### config.mk
export PLATFORM = sky130hd
export DESIGN_NAME = delay_line_controller
export DESIGN_NICKNAME = d
export VERILOG_FILES = /design/src/rtl/delay_line_controller.sv
export SDC_FILE = /design/constraint.sdc
export NUM_CORES = 1
export LEC_CHECK = 0
export ABC_AREA = 1
export CAP_MARGIN = 20
export CORE_ASPECT_RATIO = 2
export CORE_UTILIZATION = 23
export DETAILED_ROUTE_END_ITERATION = 16
export PLACE_DENSITY_LB_ADDON = 0.12
export SLEW_MARGIN = 20
export SYNTH_ARGS = -nofsm -noshare
export SYNTH_HDL_FRONTEND = slang
export SYNTH_SLANG_ARGS = --single-unit
### constraint.sdc
create_clock -name clk -period 8.09 [get_ports clk]
set_input_delay 1.618 -clock clk [delete_from_list [all_inputs] [get_ports clk]]
set_output_delay 1.618 -clock clk [all_outputs]
set_load 0.05 [all_outputs]
### src/rtl/delay_line_controller.sv
// delay_line_controller: drives a two-cycle-handshake SRAM as a circular delay buffer.
// Each sample is written at the window write pointer, then the tap `delay` back is read out.
module delay_line_controller #(
  parameter int data_width = 16,
  parameter int addr_width = 13,
  parameter int len_width  = 13
) (
  input  logic                  clk,
  input  logic                  reset,
  input  logic [addr_width-1:0] base_addr,
  input  logic [len_width-1:0]  buf_len,
  input  logic [len_width-1:0]  delay,
  input  logic                  in_valid,
  input  logic [data_width-1:0] in_data,
  output logic                  in_ready,
  output logic                  out_valid,
  output logic [data_width-1:0] out_data,
  output logic                  sram_read,
  output logic [addr_width-1:0] sram_read_addr,
  input  logic                  sram_read_ready,
  output logic                  sram_write,
  output logic [addr_width-1:0] sram_write_addr,
  output logic [data_width-1:0] sram_wdata,
  input  logic [data_width-1:0] sram_rdata,
  input  logic                  sram_write_ready,
  input  logic                  sram_invalid_read,
  input  logic                  sram_invalid_write,
  output logic                  error
);
  typedef enum logic [2:0] {IDLE, WR_ISSUE, WR_COMMIT, RD_ISSUE, RD_WAIT} state_t;
  state_t r_state;
  logic [len_width-1:0] r_wr_ptr, r_len;
  logic [len_width-1:0] w_len, w_d, w_wp, w_roff, w_next;
  logic [addr_width-1:0] w_wa, w_ra;
  assign w_len = (buf_len == '0) ? len_width'(1) : buf_len;
  assign w_d = (delay > w_len - len_width'(1)) ? w_len - len_width'(1) : delay;
  assign w_wp = (r_wr_ptr >= w_len) ? '0 : r_wr_ptr;
  // modular subtraction; the wrapped sum is always below w_len so truncation is harmless
  assign w_roff = (w_wp >= w_d) ? w_wp - w_d : w_wp + w_len - w_d;
  assign w_next = (r_wr_ptr + len_width'(1) == r_len) ? '0 : r_wr_ptr + len_width'(1);
  assign w_wa = base_addr + addr_width'(w_wp);
  assign w_ra = base_addr + addr_width'(w_roff);
  assign in_ready = (r_state == IDLE);
  always_ff @(posedge clk) begin
    if (reset) begin
      r_state <= IDLE;
      r_wr_ptr <= '0;
      r_len <= len_width'(1);
      out_valid <= 1'b0;
      out_data <= '0;
      error <= 1'b0;
      sram_read <= 1'b0;
      sram_write <= 1'b0;
      sram_read_addr <= '0;
      sram_write_addr <= '0;
      sram_wdata <= '0;
    end else begin
      error <= error | sram_invalid_read | sram_invalid_write;
      out_valid <= 1'b0;
      case (r_state)
        IDLE: if (in_valid) begin
          sram_wdata <= in_data;
          sram_write_addr <= w_wa;
          sram_read_addr <= w_ra;
          r_len <= w_len;
          r_wr_ptr <= w_wp;
          sram_write <= 1'b1;
          r_state <= WR_ISSUE;
        end
        WR_ISSUE: if (sram_write_ready) r_state <= WR_COMMIT;
        // SRAM commits on the second edge, so the request is held one extra cycle
        WR_COMMIT: begin
          sram_write <= 1'b0;
          sram_read <= 1'b1;
          r_state <= RD_ISSUE;
        end
        RD_ISSUE: if (sram_read_ready) begin
          sram_read <= 1'b0;
          r_state <= RD_WAIT;
        end
        RD_WAIT: if (sram_read_ready) begin
          out_data <= sram_rdata;
          out_valid <= 1'b1;
          r_wr_ptr <= w_next;
          r_state <= IDLE;
        end
        default: r_state <= IDLE;
      endcase
    end
  end
endmodule

**Routed metal, one colour a layer**

The bar under the picture is 50 um long. Two of the layers only.
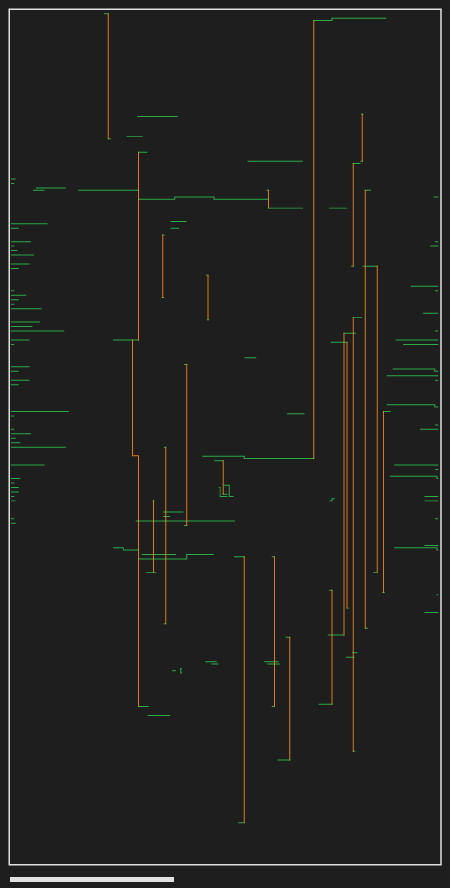
Green marks met3, wire length 702 um. Orange marks met4, wire length 1340 um.

**Track usage over the die**

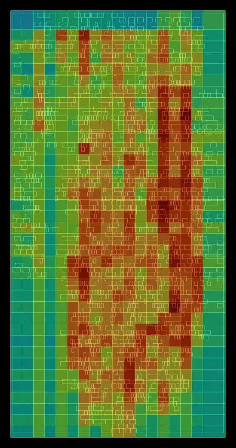
Avg WL per Cell: 16.71 um
GRT Overall Usage: 18.73%
global-route met2 utilization: 39.64%

**The metal 1 layer**

The bar under the picture is 50 um long. Cells faint in the background.
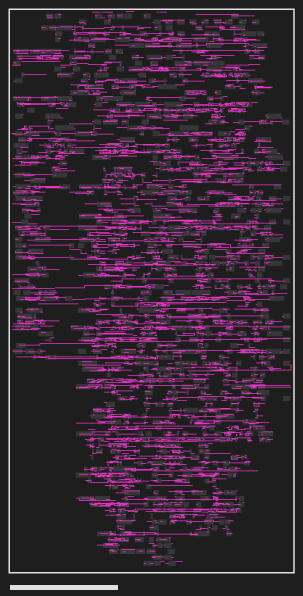
The layer carries 10300 um of wire. 1475 nets have wire on it. The wires run mostly horizontal. The layer holds 33% of the routed length.

==> GITHUB_STEP_SUMMARY <==
### Flow metrics

| Metric | Value |
|---|---|
| Maximum clock insertion buffer count | `2` |
| Register area | `between 1500 and 2000 um^2` |
| Peak Freq | `around 130 MHz` |
| Main synth FF type | `dfxtp_1` |
| Share of the core filled with cells in the final layout | `around a third` |
| Std-Cell Rows | `~94` |
| Vias after detailed routing | `about 8400` |
| Share of synthesized area occupied by flip-flops and latches | `between 20% and 30%` |
| Total setup violations reported at the end of the flow | `0` |
| CTS buffer count | `9` |
| Count of H-tree levels built during CTS | `3` |
| CP most frequent cell | `nand2_1` |
| Worst Setup End Kind | `flip-flop` |
| Number of filler cells placed in the layout | `about 3500` |
| Count of routing violations after the opening detailed-route iteration | `around 370` |
| # Cells Yosys | `1137` |
| Detail Route Antenna Nets | `0` |
| MaxCap Viol Count | `0` |
| Xor+xnor area frac | `under 10%` |
| Lkg Pwr | `5.428 nW` |
| Time the final worst path needs with I/O delays and setup | `about 7.6 ns` |
| Status | `completed` |
| Arithmetic-cell share of the synthesized area counting full adders, half adders and majority gates | `approximately 17%` |
| Kind of start point of the critical path | `input pin` |
| Critical path required time | `around 8.4 ns` |
| Largest family of logic cells by area | `simple AND/OR/NAND/NOR gates` |
| Max Clock Skew | `~0.016 ns` |
| Worst-path clk slew | `0.08 ns` |
| Die outline height | `~260 um` |
| Classification of the worst-slack hold path | `reg -> reg` |
| Netlist area before placement | `approximately 7600 um^2` |
| Worst hold slack across all endpoints | `about 0.46 ns` |
| Worst Path Class, Setup | `in -> reg` |
| Critical-path top delay cell | `clkdlybuf4s50_1` |
| Number of antenna violations at the first check in global routing | `1` |
| Mean instance size in the synthesized netlist | `roughly 6.7 um^2` |
| Number of nets at the end of the flow | `roughly 1600` |
| Chip Width | `around 130 um` |
| Arrival time of data at the critical path endpoint | `7.90 ns` |
| Post-DP HPWL | `about 26000 um` |
| Inserted Diodes | `0` |
| Relative slew margins | `39.00%` |
| Post-DR vias/cell | `4.493` |
| Number of flops mapped to enable cells by yosys | `0` |
| Synthesized Nets | `1308` |
| Core Area | `about 33000 um^2` |
| Log Warnings | `28` |
| Post-detailed-placement cell area | `10760 um^2` |
| Synth-to-layout area growth | `50.42%` |
| Worst vdd ir | `roughly 160 uV` |
| Final Hold Vio Count | `0` |
| GPL Wtd Cong | `0.8571` |
| Netlist cell types | `40` |
| Post-layout period usage | `around 94%` |
| Clk Latency, worst-skew pair | `0.38 ns` |
| Number of input and output port buffers inserted | `between 100 and 150` |
| Slew Limit Fails | `0` |
| Sink Count | `about 91` |
| Setup TNS after final layout | `0 ns` |
| Areal power density over the cells | `373.6 nW/um^2` |
| Maximum number of pins on one net before global-route repair | `approximately 74` |
| Async set-or-reset flop fraction in the synthesized netlist | `0%` |
| Clock Tree Root | `clkbuf_16` |
| Number of instances in the synthesized netlist | `1137` |
| Fraction of the core area occupied by cells at floorplan | `about a quarter` |
| Simple-Gate Fraction of Synth Area | `24.43%` |
| Wire length of the first global-routing pass | `approximately 46000 um` |
| Post-Synth AOI/OAI Area | `a little under a fifth` |
| Total detailed-routing wirelength | `31260 um` |
| # IOs | `around 140` |
| DP Worst Slack | `-0.7980 ns` |
| Min setup slack post-route | `around 0.46 ns` |
| Placed Cells incl. Taps | `about 1800` |
| Post-synth regs | `~91` |
| Number of global-route vias before repair | `around 8500` |
| Logic area | `roughly 5400 um^2` |
| Pre-Repair DR Iteration Count | `4` |
| Largest driver fanout on the critical path | `4` |
| Synth warn | `0` |
| Worst stage delay on the critical path | `~0.50 ns` |
| Non-filler cells, final | `1870` |
| Area of the synthesized netlist per yosys stat | `about 7600 um^2` |
| Layout Cell Area excl Fill | `~12000 um^2` |
| Number of remaining DRC errors | `0` |
| Total die size | `between 30000 and 40000 um^2` |
| Fraction of layout instances using a drive strength above 1 | `about a fifth` |
| Total design power | `approximately 4.3 mW` |
| Fraction of synthesized area in multiplexers | `less than 1%` |
| Worst-margin pin slew | `0.9127 ns` |
| Global-route congestion overflow total | `0` |
| Clock tree from TritonCTS | `yes` |
## per-layer routing
layer / part of all wire, % / up-vias / track usage (%)
met5: 0 / - / 0
met4: 4.3 / 0 / 8.940
met3: 2.2 / 51 / 2.283
met2: 61 / 171 / 39.64
met1: 33 / 3879 / 16.30
li1: - / 4300 / -
## worst paths after layout
path / slack (ns) / end / cells after the start / from
setup / recovery: 0.46 / sram_read_addr[11] / 46 / buf_len[3]
hold / removal: 0.46 / sram_write / 2 / sram_write
setup reg to reg: 2.79 / sram_read_addr[11] / 33 / r_wr_ptr[12]
hold reg to reg: 0.46 / sram_write / 2 / sram_write
## cells in the final DEF, fill, tap and decap left out, drive strengths merged
cell type,instances
and2,2
clkbuf,10
a311oi,1
nand2,213
dlymetal6s2s,12
nor4,2
nor2,123
o21bai,21
a31oi,3
xnor2,17
o21ai,120
fa,15
nor3,13
nand4,10
nand3,73
xor2,41
mux2i,1
o21a,2
dfxtp,91
or2,5
clkinv,4
a221oi,1
a21oi,96
a21boi,1
inv,162
clkdlybuf4s50,128
a21o,3
ha,78
nand3b,1
o211ai,5
buf,182
o2111ai,2
## state kept, by name, summed over array words and instances, names as in the netlist
signal and cells:
sram_read 1, r_len 13, out_valid 1, r_wr_ptr 13
sram_write_addr 13, r_state 3, sram_wdata 16, sram_write 1
sram_read_addr 13, out_data 16, error 1
## cells in the mapped netlist, types with 17 or more instances
| cell type | n | area share, % |
|---|---|---|
| o21ai_0 | 117 | 7.7 |
| xnor2_1 | 17 | 1.9 |
| clkbuf_1 | 37 | 1.8 |
| o21bai_1 | 21 | 2.1 |
| nand3_1 | 70 | 4.6 |
| xor2_1 | 41 | 4.7 |
| nand2_1 | 212 | 10 |
| ha_1 | 78 | 13 |
| dfxtp_1 | 91 | 24 |
| a21oi_1 | 86 | 5.6 |
| inv_1 | 155 | 7.6 |
| nor2_1 | 119 | 5.8 |
## final cells by class
type	instances	share of cell area [%]
clock buffers	9	1.958
repair buffers	323	24.64
flip-flops and latches	91	15.84
well taps	432	4.699
inverters	159	5.253
clock inverters	7	0.6635
multi-input cells	849	46.95
## critical path, delay by kind of cell
family,cells,cell delay (ns)
xor+xnor,2,0.27
buf+inv,7,1.10
compound gates,8,0.98
fa+ha+maj,6,1.68
simple gates,23,2.25
## logic make-up (layout without fill, tap and decap cells)
| group | after synthesis | after routing |
|---|---|---|
| xor gates and xnor gates | 58 | 58 |
| buffers and inverters | 197 | 498 |
| and+or+nand+nor | 442 | 442 |
| DFF | 91 | 91 |
| muxes | 1 | 1 |
| adders and majority gates | 93 | 93 |
| AOI/OAI and AO/OA | 255 | 255 |
## repair_timing
action                     CTS  global route
gates cloned                 0             1
buffers inserted             1             7
resized                     10            94
setup endpoints to repair    5             9
hold buffers                 0             0
pin swaps                    1            41
## report_power, final
group | switching (mW) | leakage (nW) | internal, mW
clock network | 0.244 | 0.149 | 0.222
registers | 0.0901 | 0.749 | 0.568
logic | 1.76 | 4.53 | 1.41
Power and IR drop assume default switching activity.
